[config.mk]
export PLATFORM = sky130hd
export DESIGN_NAME = quadrature_decoder_counter
export DESIGN_NICKNAME = d
export VERILOG_FILES = /design/src/rtl/quadrature_decoder_counter.sv
export SDC_FILE = /design/constraint.sdc
export NUM_CORES = 1
export LEC_CHECK = 0
export CAP_MARGIN = 20
export CORE_UTILIZATION = 50
export DETAILED_ROUTE_END_ITERATION = 10
export HOLD_SLACK_MARGIN = 0.08
export PLACE_DENSITY = 0.76
export RECOVER_POWER = 25
export SYNTH_ARGS = -nofsm -noshare
export SYNTH_HDL_FRONTEND = slang
export SYNTH_SLANG_ARGS = --single-unit
[constraint.sdc]
create_clock -name Clk_In -period 2.6 [get_ports Clk_In]
set_input_delay 0.78 -clock Clk_In [delete_from_list [all_inputs] [get_ports Clk_In]]
set_output_delay 0.78 -clock Clk_In [all_outputs]
set_load 0.03 [all_outputs]
[src/rtl/quadrature_decoder_counter.sv]
`default_nettype none
// ============================================================================
// Module   : quadrature_decoder_counter
// Purpose  : Decodes an asynchronous quadrature pair (A/B) into step and
//            direction events and keeps a WIDTH-bit up/down position count.
//            Each phase is synchronised (2 flops) and glitch-filtered before
//            decoding. Both phases changing at once is flagged as a sticky
//            error.
// Ports    : Clk_In          - clock, rising edge
//            Resetb_In       - synchronous active-low reset
//            Quad_A_In/B_In  - asynchronous quadrature phases
//            Enable_In       - 1 = count and emit steps
//            Load_In         - load Load_Value_In into the count
//            Load_Value_In   - value for Load_In
//            Error_Clear_In  - clears the sticky error flag
//            Count_Out       - position count
//            Step_Out        - one-cycle pulse per valid step
//            Up_Downb_Out    - direction of last valid step (1 = up)
//            Error_Out       - sticky illegal-transition flag
// Revision : 1.0 - initial release
// ============================================================================
module quadrature_decoder_counter #(
    parameter int WIDTH      = 8,
    parameter int FILTER_LEN = 3,
    parameter int SATURATE   = 0
) (
    input  logic             Clk_In,
    input  logic             Resetb_In,
    input  logic             Quad_A_In,
    input  logic             Quad_B_In,
    input  logic             Enable_In,
    input  logic             Load_In,
    input  logic [WIDTH-1:0] Load_Value_In,
    input  logic             Error_Clear_In,
    output logic [WIDTH-1:0] Count_Out,
    output logic             Step_Out,
    output logic             Up_Downb_Out,
    output logic             Error_Out
);

    localparam int               C_FCNT_W   = $clog2(FILTER_LEN + 1);
    localparam logic [WIDTH-1:0] C_CNT_MAX  = {WIDTH{1'b1}};
    localparam logic [1:0]       C_INIT_END = 2'd2;

    typedef enum logic [0:0] {
        S_INIT  = 1'b0,
        S_TRACK = 1'b1
    } state_t;

    // Phase pairs are packed as {A, B}
    logic [1:0]                sync1_q, sync2_q;
    logic [1:0]                filt_q, prev_q;
    logic [1:0][C_FCNT_W-1:0]  fcnt_q;
    logic [1:0]                filt_trk;
    logic [1:0][C_FCNT_W-1:0]  fcnt_trk;

    state_t                    state_q, state_d;
    logic [1:0]                init_cnt_q, init_cnt_d;
    logic                      init_load;

    logic [WIDTH-1:0]          count_q, count_d;
    logic                      step_q, step_d;
    logic                      updn_q, updn_d;
    logic                      err_q, err_d;

    logic                      step_up, step_dn, illegal;

    // ------------------------------------------------------------------
    // Per-channel glitch filter: filt follows sync2 only after sync2 has
    // disagreed with it for FILTER_LEN consecutive edges.
    // ------------------------------------------------------------------
    for (genvar g = 0; g < 2; g++) begin : g_filter
        logic                differ;
        logic [C_FCNT_W-1:0] fcnt_inc;

        assign differ      = (sync2_q[g] != filt_q[g]);
        assign fcnt_inc    = fcnt_q[g] + C_FCNT_W'(1);
        assign filt_trk[g] = (differ && (fcnt_inc == C_FCNT_W'(FILTER_LEN)))
                             ? sync2_q[g] : filt_q[g];
        assign fcnt_trk[g] = (differ && (fcnt_inc != C_FCNT_W'(FILTER_LEN)))
                             ? fcnt_inc : '0;
    end

    // ------------------------------------------------------------------
    // Transition decode of previous vs. current filtered pair.
    // Forward (up) order: 00 -> 10 -> 11 -> 01 -> 00.
    // ------------------------------------------------------------------
    always_comb begin
        step_up = 1'b0;
        step_dn = 1'b0;
        illegal = 1'b0;
        if (state_q == S_TRACK) begin
            case ({prev_q, filt_q})
                4'b00_10, 4'b10_11, 4'b11_01, 4'b01_00: step_up = 1'b1;
                4'b00_01, 4'b01_11, 4'b11_10, 4'b10_00: step_dn = 1'b1;
                4'b00_11, 4'b11_00, 4'b01_10, 4'b10_01: illegal = 1'b1;
                default: ;
            endcase
        end
    end

    // ------------------------------------------------------------------
    // Next-state and output logic
    // ------------------------------------------------------------------
    always_comb begin
        state_d    = state_q;
        init_cnt_d = init_cnt_q;
        init_load  = 1'b0;
        count_d    = count_q;
        step_d     = 1'b0;
        updn_d     = updn_q;
        err_d      = err_q;

        // A new illegal transition below overrides a coincident clear
        if (Error_Clear_In) begin
            err_d = 1'b0;
        end

        case (state_q)
            S_INIT: begin
                // Third edge after reset release: synchronisers are full,
                // so adopt the current input levels without decoding them.
                if (init_cnt_q == C_INIT_END) begin
                    init_load = 1'b1;
                    state_d   = S_TRACK;
                end else begin
                    init_cnt_d = init_cnt_q + 2'd1;
                end
            end
            S_TRACK: begin
                if (illegal) begin
                    err_d = 1'b1;
                end else if ((step_up || step_dn) && Enable_In) begin
                    step_d = 1'b1;
                    updn_d = step_up;
                    if (step_up) begin
                        if (!((SATURATE != 0) && (count_q == C_CNT_MAX))) begin
                            count_d = count_q + WIDTH'(1);
                        end
                    end else begin
                        if (!((SATURATE != 0) && (count_q == '0))) begin
                            count_d = count_q - WIDTH'(1);
                        end
                    end
                end
            end
            default: state_d = S_INIT;
        endcase

        if (Load_In) begin
            count_d = Load_Value_In;
        end
    end

    // ------------------------------------------------------------------
    // Registers
    // ------------------------------------------------------------------
    always_ff @(posedge Clk_In) begin
        if (!Resetb_In) begin
            sync1_q    <= '0;
            sync2_q    <= '0;
            filt_q     <= '0;
            prev_q     <= '0;
            fcnt_q     <= '0;
            state_q    <= S_INIT;
            init_cnt_q <= '0;
            count_q    <= '0;
            step_q     <= 1'b0;
            updn_q     <= 1'b1;
            err_q      <= 1'b0;
        end else begin
            sync1_q    <= {Quad_A_In, Quad_B_In};
            sync2_q    <= sync1_q;
            state_q    <= state_d;
            init_cnt_q <= init_cnt_d;
            count_q    <= count_d;
            step_q     <= step_d;
            updn_q     <= updn_d;
            err_q      <= err_d;
            if (init_load) begin
                filt_q <= sync2_q;
                prev_q <= sync2_q;
                fcnt_q <= '0;
            end else if (state_q == S_TRACK) begin
                filt_q <= filt_trk;
                fcnt_q <= fcnt_trk;
                prev_q <= filt_q;
            end
        end
    end

    assign Count_Out    = count_q;
    assign Step_Out     = step_q;
    assign Up_Downb_Out = updn_q;
    assign Error_Out    = err_q;

endmodule
`default_nettype wire

### Routed metal, one colour a layer

Only two layers are drawn.
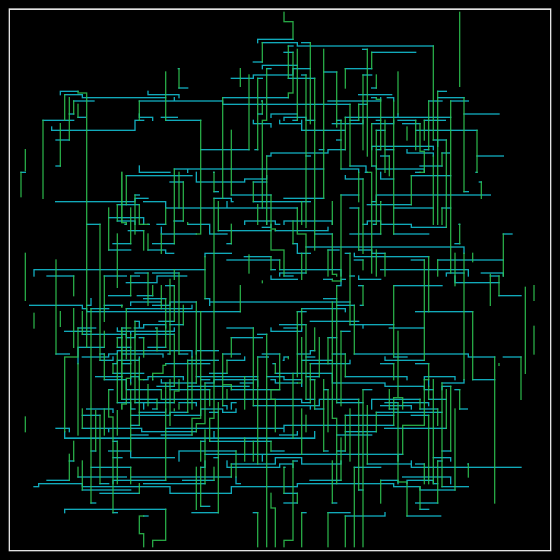
legend:
  M1:
    colour: cyan
    wire_length: 1360 um
  M2:
    colour: green
    wire_length: 1440 um

### Selected gate families

Scale bar: 20 um.
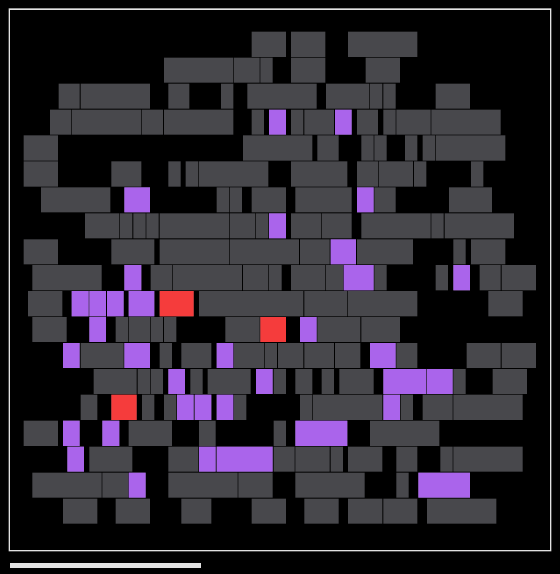
legend:
  aoi and oai cells:
    colour: purple
    cells: 35
    most_used: a21oi_1
  non-inverting ao/oa cells:
    colour: red
    cells: 3
    most_used: a21o_1

### Where the registers sit

Scale bar: 20 um. Other sequential cells in the stronger grey, the rest of the logic in the fainter grey.
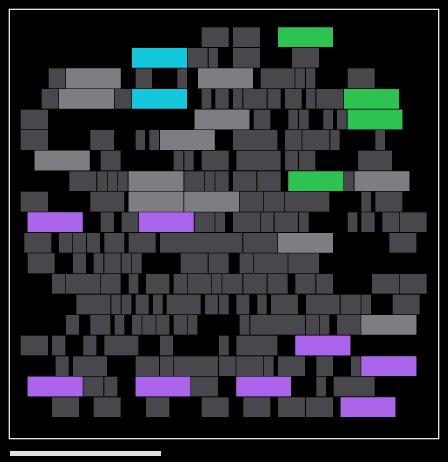
legend:
  fcnt_q:
    colour: green
    sequential_cells: 4
    where: top right
  Count_Out:
    colour: purple
    sequential_cells: 8
  sync2_q:
    colour: cyan
    sequential_cells: 2

### Ports around the boundary

Pins as bars across the die edge, other pins in grey.
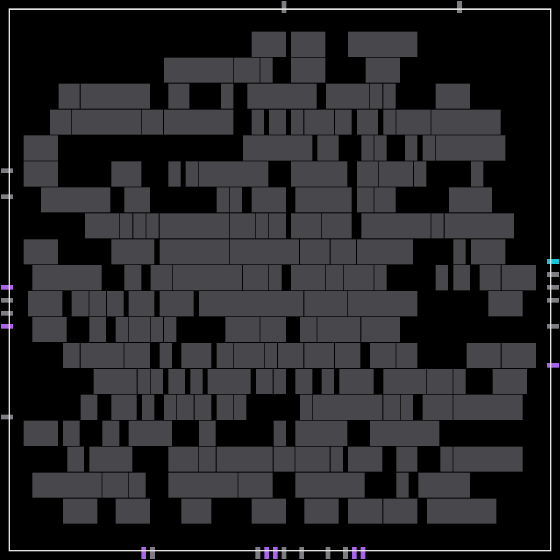
legend:
  Count_Out:
    colour: purple
    pins: 8
    direction: output
    edge: 5 bottom, 2 left, 1 right
  Enable_In:
    colour: cyan
    pins: 1
    direction: input
    edge: right
Die X-Extent: 56.6 um
Die Ht: 56.6 um
count of input and output buffers: 25

### The clock network

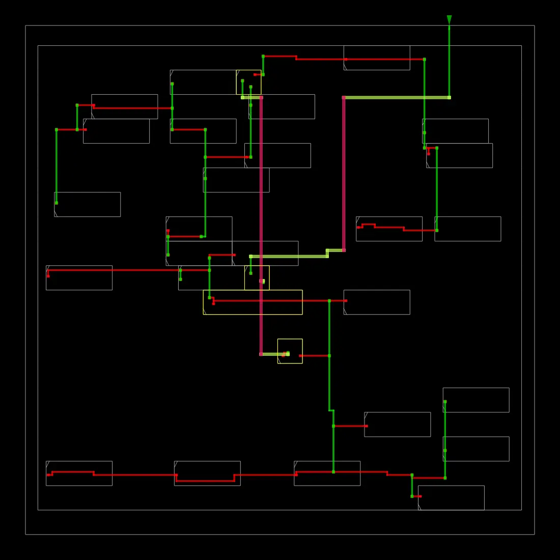
total clock network power: 0.283 mW
clk ins delay skew pair: 0.33 ns

==> results.cfg <==
; flow metrics
[yosys]
post_synth_top_area_share = 0.349
postSynthAreaPerCell_um2 = 8.83
synthTopCellsByArea = dfxtp_1 35%, ha_1 8.4%, nor2_1 6.8%
synth_area_leader_cell = dfxtp_1
floorplan.nets = 195
netlist_area_mm2 = 0.00149
synth_sequential_area_ratio = 0.349
count_of_synthesis_stage_warnings_from_yosys = 0
synth_cell_types = 37
yosys_cells = 169

[global_routing]
grt_start_max_net_pins = 16
antenna_found_initial = 0
globalRoute.totalOverflow = 0
global_route_wire_length_before_repair_um = 5220
vias_in_the_first_global_route = 1257

[finish]
flow.area_growth_from_synthesis_pct = 20.9
logic_area_um2 = 897
postLayoutCoreUtil = 0.649
seqCellArea_um2 = 520
finalNetCount = 221
final.fill_count = 235
drive_gt1_frac = 0.0773
postLayoutCellArea_mm2 = 0.00180

[drt]
drt-vias-per-instance = 5.56
post_drt_wl_per_cell_um = 13.2
drtAntennaViolNets = 0
detailedRoute.firstIterationViolations = 27
drtPass1Iterations = 4

[clock_network]
cts_setup_buffers = 0
cts_hold_buffers = 0
clock_path_buffers = 2
cts_htree_levels = 1
numCtsBuffers = 3
tritoncts = built
cts_root_buffer = clkbuf_4
cts.repair.resized = 0
numClockSinks = 26

[worst_setup_path]
cp_cell_sequence = clkdlybuf4s50_1
crit_required_ns = 1.82
crit_path_max_fanout = 4
crit_type = reg2out
critical-path-slowest-cell = clkdlybuf4s50_1
startpoint_type = register
critPathArrivalTime_ns = 1.51
critPathCaptureType = primary output
critical_path.n_buffers_inverters = 1
timing.critical_path.slowest_cell_delay_ns = 0.72
cpLargestDelayFamily = buffers and inverters

[placed_design]
detailedPlace.worstSlack_ns = 0.349
placed_cells = 221
detailed_place.area_mm2 = 0.00176
dp_hpwl_um = 2330
gp_congestion = 0.949

[floorplan]
placementRows = 19
fp.dieArea_mm2 = 0.00321
fp_util = 0.537
placeableCoreArea_mm2 = 0.00278

[power]
sw_frac_of_total = 0.309
peakVddDrop_mv = 0.390
sequentialPowerShare = 0.432
combinationalPowerShare = 0.304
p_per_area_mw_per_mm2 = 593
power.static_leakage_nw = 0.727
net-switching-power_mw = 0.330
cellInternalPower_mw = 0.740

[final_timing]
worst_pin_slew_ns = 0.439
skew_final_ns = 0.00910
relSlewSlack = 0.707
setup_viol = 0
setup_slack_ns = 0.311
final_hold_slack_ns = 0.450
finalSetupTns_ns = 0
final_hold_vio_count = 0
post_route_minimum_period_ns = 2.29
max_freq_ghz = 0.437
drv_slew = 0
min_period_over_period = 0.880

[run_status]
run_status = complete, no violations

[hold_path]
holdCritPathClass = reg2reg
==> per-layer routing <==
layer	up-vias	global-route usage	wire length, um
met2	31	0.345	1440
met1	588	0.255	1360
met3	7	0.0369	105
met4	0	0.108	58
met5	-	0	0
li1	626	-	-
==> path summary, 6_finish.rpt <==
kind	start	to	slack, ns	cells after the start
setup reg to reg	filt_q[1]	Count_Out[6]	0.35	8
setup / recovery	Count_Out[1]	Count_Out[1]	0.31	1
hold / removal	sync1_q[1]	sync2_q[1]	0.45	1
hold reg to reg	sync1_q[1]	sync2_q[1]	0.45	1
==> sequential cells by signal, indices dropped and copies added (netlist names) <==
signal / cells
state_q: 1
Count_Out: 8
Error_Out: 1
sync2_q: 2
filt_q: 2
sync1_q: 2
Step_Out: 1
fcnt_q: 4
init_cnt_q: 2
prev_q: 2
Up_Downb_Out: 1
==> cell type report <==
class / count / area share
inverter: 7 / 0.0146
clock inverter: 1 / 0.0166
sequential: 26 / 0.288
tap: 31 / 0.0215
multi-input combinational: 129 / 0.497
timing repair buffer: 28 / 0.149
clock buffer: 3 / 0.0125
==> synthesized netlist by cell type, drive strengths merged <==
cell	number
a41oi	1
nor4	1
a311oi	2
a21o	2
dfxtp	26
o311ai	1
and2	4
ha	10
o21bai	1
o211ai	2
and3	1
nand3	3
or2	1
nand2b	4
a21oi	18
nor2b	2
o21ai	6
nand3b	1
fa	1
o31ai	2
mux2i	8
nor2	28
o211a	1
nand2	12
xor2	5
nor3	1
a211oi	2
buf	6
inv	7
xnor2	9
clkbuf	1
==> cells by family (layout without fill, tap and decap cells) <==
kind of cell / count (synthesis) / count (layout) / share of synthesized area
compound gates: 38 / 38 / 0.173
xor+xnor: 14 / 14 / 0.0972
fa+ha+maj: 11 / 11 / 0.0972
buf+inv: 14 / 39 / 0.0503
flops: 26 / 26 / 0.349
mux: 8 / 8 / 0.0536
simple gates: 58 / 58 / 0.180
==> cell usage in the layout (no fill, tap or decap), drive strengths merged, types with 3 or more instances in the layout <==
cell type	n
inv	7
nand2b	4
nor2	28
clkdlybuf4s50	24
nand3	3
xor2	5
xnor2	9
a21oi	18
o21ai	6
clkbuf	4
nand2	12
dfxtp	26
mux2i	8
and2	4
ha	10
==> power groups by stage <==
stage                     combinational, mW  sequential, mW  clock, mW
after floorplan                       0.225           0.484          0
after global placement                0.314           0.468          0
after detailed placement              0.327           0.470          0
after CTS                             0.328           0.462      0.291
after global routing                  0.365           0.468      0.306
final                                 0.325           0.462      0.283
Power figures rest on the tool's default switching activity, not on a simulated workload.
